--- src/rtl/ucsbece154b_dmem_responder.sv ---
// ---------------------------------------------------------------------------
// ucsbece154b_dmem_responder
//
// Purpose:
//   Responder for the pipelined core's M-stage data-memory port. Serves
//   aligned word loads and stores to a local data RAM and to a 16-byte MMIO
//   window. The MMIO window holds a console TX FIFO, which is drained over a
//   valid/ready byte stream, plus optional performance counters.
//
// Optional feature macro:
//   UCSBECE154B_PERF_CNT_EN - when defined, the CYCLE and STORES counters are
//   implemented. When undefined, no counter flops exist, offsets 0x8/0xC read
//   as zero, and stores to them are silently dropped without raising err_o.
//
// Ports:
//   clk           in   1   clock; all state updates on posedge
//   reset         in   1   asynchronous, active-low reset
//   MemWriteM_i   in   1   store strobe from M stage
//   ALUResultM_i  in  32   byte address
//   WriteDataM_i  in  32   store data
//   ReadDataM_o   out 32   load data, combinational from ALUResultM_i
//   tx_valid_o    out  1   console byte available
//   tx_data_o     out  8   head-of-FIFO byte
//   tx_ready_i    in   1   sink accepts a byte when tx_valid_o && tx_ready_i
//   err_o         out  1   sticky: misaligned or unmapped store seen
//
// MMIO map (offset from MMIO_BASE):
//   0x0 CONSOLE_DATA  W: push WriteDataM_i[7:0]; R: 0
//   0x4 CONSOLE_STAT  R: {16'b0, count[7:0], 5'b0, ovf, full, empty}
//                     W: bit2 = 1 clears ovf
//   0x8 CYCLE         R: cycle counter;           W: clear
//   0xC STORES        R: accepted RAM store count; W: clear
// ---------------------------------------------------------------------------
module ucsbece154b_dmem_responder #(
  parameter logic [31:0] DMEM_BASE  = 32'h1000_0000,
  parameter int          DMEM_WORDS = 64,
  parameter logic [31:0] MMIO_BASE  = 32'hFFFF_0000,
  parameter int          FIFO_DEPTH = 8
) (
  input  logic        clk,
  input  logic        reset,
  input  logic        MemWriteM_i,
  input  logic [31:0] ALUResultM_i,
  input  logic [31:0] WriteDataM_i,
  output logic [31:0] ReadDataM_o,
  output logic        tx_valid_o,
  output logic [7:0]  tx_data_o,
  input  logic        tx_ready_i,
  output logic        err_o
);

  localparam int          RAM_AW     = $clog2(DMEM_WORDS);
  localparam int          PTR_W      = $clog2(FIFO_DEPTH);
  localparam int          CNT_W      = PTR_W + 1;
  localparam logic [31:0] DMEM_BYTES = 32'(4 * DMEM_WORDS);
  localparam logic [31:0] MMIO_BYTES = 32'd16;

  localparam logic [1:0] REG_CONSOLE_DATA = 2'd0;
  localparam logic [1:0] REG_CONSOLE_STAT = 2'd1;
  localparam logic [1:0] REG_CYCLE        = 2'd2;
  localparam logic [1:0] REG_STORES       = 2'd3;

  // -------------------------------------------------------------------------
  // Address decode
  // -------------------------------------------------------------------------
  // Subtract-then-compare gives a single unsigned range check per region and
  // the region-relative offset used for indexing.
  logic [31:0]       dmem_off;
  logic [31:0]       mmio_off;
  logic              ram_hit;
  logic              mmio_hit;
  logic              aligned;
  logic [RAM_AW-1:0] ram_idx;
  logic [1:0]        mmio_reg;

  assign dmem_off = ALUResultM_i - DMEM_BASE;
  assign mmio_off = ALUResultM_i - MMIO_BASE;
  assign ram_hit  = (dmem_off < DMEM_BYTES);
  assign mmio_hit = !ram_hit && (mmio_off < MMIO_BYTES);
  assign aligned  = (ALUResultM_i[1:0] == 2'b00);
  assign ram_idx  = dmem_off[RAM_AW+1:2];
  assign mmio_reg = mmio_off[3:2];

  // -------------------------------------------------------------------------
  // Store decode
  // -------------------------------------------------------------------------
  logic st_ok;
  logic bad_st;
  logic ram_we;
  logic push;
  logic stat_wr;

  assign st_ok   = MemWriteM_i && aligned && (ram_hit || mmio_hit);
  assign bad_st  = MemWriteM_i && !(aligned && (ram_hit || mmio_hit));
  assign ram_we  = st_ok && ram_hit;
  assign push    = st_ok && mmio_hit && (mmio_reg == REG_CONSOLE_DATA);
  assign stat_wr = st_ok && mmio_hit && (mmio_reg == REG_CONSOLE_STAT);

  // -------------------------------------------------------------------------
  // Data RAM (contents are not reset)
  // -------------------------------------------------------------------------
  logic [31:0] ram_mem [DMEM_WORDS];

  always_ff @(posedge clk) begin
    if (ram_we) begin
      ram_mem[ram_idx] <= WriteDataM_i;
    end
  end

  // -------------------------------------------------------------------------
  // Console TX FIFO
  // -------------------------------------------------------------------------
  logic [7:0]       fifo_mem [FIFO_DEPTH];
  logic [PTR_W-1:0] rd_ptr_q, rd_ptr_d;
  logic [PTR_W-1:0] wr_ptr_q, wr_ptr_d;
  logic [CNT_W-1:0] count_q, count_d;
  logic             ovf_q, ovf_d;
  logic             err_q, err_d;
  logic             fifo_full;
  logic             fifo_empty;
  logic             pop;
  logic             push_ok;
  logic             push_rej;

  assign fifo_full  = (count_q == CNT_W'(FIFO_DEPTH));
  assign fifo_empty = (count_q == '0);
  assign pop        = !fifo_empty && tx_ready_i;
  // A full FIFO can still take a byte when the head leaves in the same cycle;
  // the write then lands in the slot being vacated.
  assign push_ok    = push && (!fifo_full || pop);
  assign push_rej   = push && !push_ok;

  always_ff @(posedge clk) begin
    if (push_ok) begin
      fifo_mem[wr_ptr_q] <= WriteDataM_i[7:0];
    end
  end

  always_comb begin
    rd_ptr_d = rd_ptr_q;
    wr_ptr_d = wr_ptr_q;
    count_d  = count_q;
    ovf_d    = ovf_q;
    err_d    = err_q | bad_st;

    // Pointers are exactly PTR_W bits wide, so the increment wraps modulo
    // FIFO_DEPTH for free.
    if (pop) begin
      rd_ptr_d = rd_ptr_q + 1'b1;
    end
    if (push_ok) begin
      wr_ptr_d = wr_ptr_q + 1'b1;
    end

    case ({push_ok, pop})
      2'b10:   count_d = count_q + 1'b1;
      2'b01:   count_d = count_q - 1'b1;
      default: count_d = count_q;
    endcase

    if (push_rej) begin
      ovf_d = 1'b1;
    end else if (stat_wr && WriteDataM_i[2]) begin
      ovf_d = 1'b0;
    end
  end

  always_ff @(posedge clk or negedge reset) begin
    if (!reset) begin
      rd_ptr_q <= '0;
      wr_ptr_q <= '0;
      count_q  <= '0;
      ovf_q    <= 1'b0;
      err_q    <= 1'b0;
    end else begin
      rd_ptr_q <= rd_ptr_d;
      wr_ptr_q <= wr_ptr_d;
      count_q  <= count_d;
      ovf_q    <= ovf_d;
      err_q    <= err_d;
    end
  end

  // FIFO storage is not reset, so the head byte is gated to zero while empty;
  // this also forces tx_data_o low as soon as reset empties the FIFO.
  assign tx_valid_o = !fifo_empty;
  assign tx_data_o  = fifo_empty ? 8'h00 : fifo_mem[rd_ptr_q];
  assign err_o      = err_q;

  // -------------------------------------------------------------------------
  // Performance counters
  // -------------------------------------------------------------------------
  logic [31:0] cycle_rd;
  logic [31:0] stores_rd;

`ifdef UCSBECE154B_PERF_CNT_EN
  logic        cyc_wr;
  logic        str_wr;
  logic [31:0] cycle_q, cycle_d;
  logic [31:0] stores_q, stores_d;

  assign cyc_wr = st_ok && mmio_hit && (mmio_reg == REG_CYCLE);
  assign str_wr = st_ok && mmio_hit && (mmio_reg == REG_STORES);

  // A clear has priority over the increment, so the first read after a
  // clear returns zero.
  always_comb begin
    cycle_d  = cyc_wr ? 32'd0 : cycle_q + 32'd1;
    stores_d = stores_q;
    if (str_wr) begin
      stores_d = 32'd0;
    end else if (ram_we) begin
      stores_d = stores_q + 32'd1;
    end
  end

  always_ff @(posedge clk or negedge reset) begin
    if (!reset) begin
      cycle_q  <= 32'd0;
      stores_q <= 32'd0;
    end else begin
      cycle_q  <= cycle_d;
      stores_q <= stores_d;
    end
  end

  assign cycle_rd  = cycle_q;
  assign stores_rd = stores_q;
`else
  assign cycle_rd  = 32'd0;
  assign stores_rd = 32'd0;
`endif

  // -------------------------------------------------------------------------
  // Load path: combinational, no side effects
  // -------------------------------------------------------------------------
  logic [31:0] stat_word;

  assign stat_word = {16'b0, 8'(count_q), 5'b0, ovf_q, fifo_full, fifo_empty};

  always_comb begin
    ReadDataM_o = 32'd0;
    if (ram_hit) begin
      ReadDataM_o = ram_mem[ram_idx];
    end else if (mmio_hit) begin
      case (mmio_reg)
        REG_CONSOLE_STAT: ReadDataM_o = stat_word;
        REG_CYCLE:        ReadDataM_o = cycle_rd;
        REG_STORES:       ReadDataM_o = stores_rd;
        default:          ReadDataM_o = 32'd0;
      endcase
    end
  end

endmodule

--- config.mk ---
export PLATFORM = sky130hd
export DESIGN_NAME = ucsbece154b_dmem_responder
export DESIGN_NICKNAME = d
export VERILOG_FILES = /design/src/rtl/ucsbece154b_dmem_responder.sv
export SDC_FILE = /design/constraint.sdc
export NUM_CORES = 2
export LEC_CHECK = 0
export ABC_AREA = 0
export ABC_CLOCK_PERIOD_IN_PS = 4000
export CAP_MARGIN = 20
export CORE_MARGIN = 3
export CORE_UTILIZATION = 65
export CTS_BUF_LIST = sky130_fd_sc_hd__clkbuf_8
export DETAILED_ROUTE_END_ITERATION = 12
export MAX_ROUTING_LAYER = met4
export PLACE_DENSITY = 0.82
export SLEW_MARGIN = 20
export SYNTH_ARGS = -nofsm -noshare
export SYNTH_HDL_FRONTEND = slang
export SYNTH_SLANG_ARGS = --single-unit
--- constraint.sdc ---
create_clock -name clk -period 4 [get_ports clk]
set_input_delay 0.8 -clock clk [delete_from_list [all_inputs] [get_ports clk]]
set_output_delay 0.8 -clock clk [all_outputs]
set_load 0.01 [all_outputs]
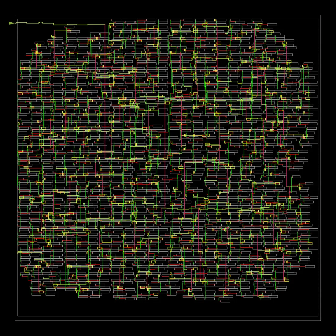
clocks.png
number of clock buffers inserted by TritonCTS: 332
flip-flop and latch count: 2124

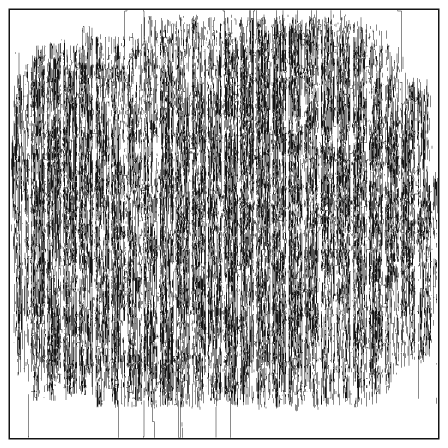
layer_met2.png
4173 nets have wire on it. The layer holds 49% of the routed length. The wires run mostly vertical.
via count: 45200
final wirelength: 238000 um
Global Route met2 Usage: 0.581

==> run summary <==
Implementation numbers.

- The finished layout holds 6219 standard cells, fillers aside.
- Per the post-route antenna check, the number of violating nets is 0.
- The cell with the most instances after synthesis reads edfxtp_1.
- The total of buffers placed on input and output ports is 109.
- The flow ran to the end, but the final reports show violations.
- The starting density of the core is 0.658.
- The combinational fraction of the cell area is 0.189.
- The clock network area share reads 0.0581.
- Measured on the final layout, buffering overhead outside the clock network stands at 0.0738.
- The post-route worst setup slack is -0.218 ns.
- The dominant kind of combinational cell is multiplexers.
- The synthesized cell area reads 0.0819 mm^2.
- Measured against its own limit, the worst slew margin works out to 0.220.
- The post-synthesis async set-or-reset flop share is 0.00565.
- Using the TritonRoute via totals, the vias-per-cell ratio works out to 7.26.
- The register-to-register setup slack is 1.26 ns.
- The number of global-route vias before repair came to 46000.
- The predominant post-synthesis flop cell reads edfxtp_1.
- The CTS H-tree depth reads 5.
- The number of signal-net inverters in the final layout reads 8.
- The leakage power total reads 31.9 nW.
- The post-detailed-placement half-perimeter wirelength reads 131000 um.
- The met3 layer usage reported by global route is 0.0959.
- Synthesis handed over a netlist of 3551 instances.
- Entering global routing, the biggest net connects 74 pins.
- In the final report, the number of pins over their slew limit comes to 0.
- The path category of the worst min-delay check reads input pin to register.
- The well-tap cell count reads 1637.
- The timing report notes that buffer and inverter cells on the critical path total 5.
- The busiest layer in global routing reads met2.
- The category of the worst setup path capture point is an output port.
- In the routed design, unresolved DRC markers number 0.
- The total design power is 44.0 mW.
- The total grt overflow is 0.
- The die outline area is 0.130 mm^2.
- The layout has 340 clock buffers.
- TritonCTS built the clock tree.
- Per the power-grid run, VDD falls by no more than 485 uV.
- The top layer used by detailed routing is met4.
- The root buffer cell is clkbuf_8.
- The end-of-flow timing check tallies setup violations at 22.
- The count of hold-fix buffers inserted at cts reads 0.
- The slowest stage of the critical path is the nand4_1 cell.
- For this run, global-route usage on met1 was measured as 0.470.
- The checks that failed: negative setup slack.
- The first-pass GRT wire length is 335000 um.
- The worst-case setup slack after placement is -1.15 ns.
- The count of inserted antenna diode cells is 4.
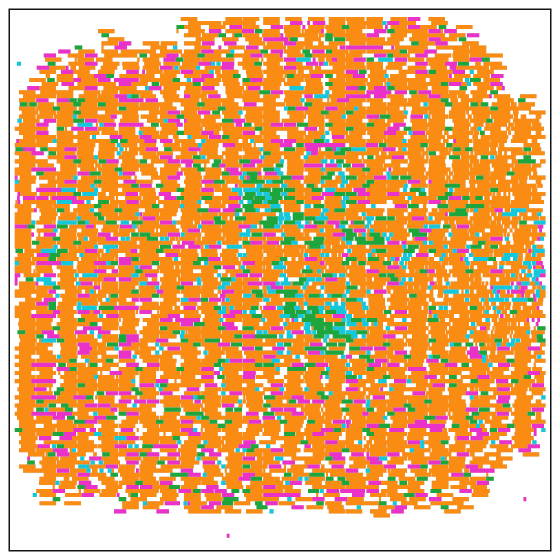
sizes.png
Key: cyan = _3 and _4 cells [cells 510]; orange = _0 and _1 cells [cells 2893]; magenta = _2 cells [cells 648]; green = _6 and larger [cells 527]
smallest setup slack after layout: -0.218 ns
count of non-CTS buffers in the layout: 658
area growth from synthesis to layout: 18.3%

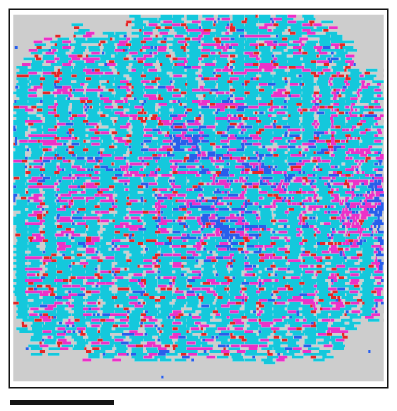
placement_by_type.png
Bar = 100 um. Fill, decap, tap and diode cells in gray.
Key: magenta = combinational and other logic [cells 1232]; red = clock drivers and dummy loads [cells 564]; blue = other buffers and delay cells [cells 658]; cyan = flops [cells 2124]
Final Core Density: 0.778
standard-cell rows: 129
fin area: 0.0969 mm^2
core area: 0.124 mm^2
register share of the cell area: 0.658

-- final timing paths --
kind / depth (start not counted) / from / to
min reg2reg: 1 / err_o / err_o
max: 11 / ALUResultM_i[15] / ReadDataM_o[12]
min in group asynchronous: 1 / reset / ovf_q
max reg2reg: 10 / count_q[3] / count_q[3]
max in group asynchronous: 1 / reset / rd_ptr_q[2]
min: 1 / WriteDataM_i[3] / fifo_mem[4][3]
-- flip-flops by register name, indices dropped and copies added (netlist names) --
name / cells
wr_ptr_q: 3
err_o: 1
count_q: 4
ram_mem: 2048
fifo_mem: 64
rd_ptr_q: 3
ovf_q: 1
-- layout by cell type, fill, tap and decap left out, types with 8 or more instances in the layout --
cell type        count
a22o_1               9
o21ai_0             18
clkbuf_2             8
dfrtp_1             12
buf_4              394
clkinv_2            26
nor2_1              24
clkdlybuf4s50_1     23
buf_2               44
nand3_1             40
clkinv_1            84
buf_12             164
nor3_1              10
nor2_4              64
mux2i_1            217
nand2_1             20
o22ai_1              9
mux2_2              18
inv_1              113
a2111oi_4           15
a211oi_1            13
nand4_1             12
clkbuf_8           340
edfxtp_1          2112
buf_6                9
a22oi_1             80
mux4_2             513
nor2b_1             14
-- stage by stage --
stage | setup TNS (ns) | instance area (um^2)
6_report | -2.13 | 96900
2_1_floorplan | -237.33 | 81900
3_3_place_gp | -35.87 | 90100
3_5_place_dp | -36.80 | 90100
4_1_cts | -1.15 | 96700
5_1_grt | -3.97 | 96900
-- what timing repair did --
action                                  4_1_cts  5_1_grt
resized                                     298       44
setup buffers                                19        9
endpoints found under the setup margin       32       32
cloned                                        5        0
pin swaps                                    24       18
-- power by group --
part	internal (mW)	leakage [nW]	switching [mW]
registers	24.5	19.1	0.103
clock network	7.97	3.28	8.31
logic	1.42	9.55	1.69
total	33.9	31.9	10.1
Power figures rest on the tool's default switching activity, not on a simulated workload.
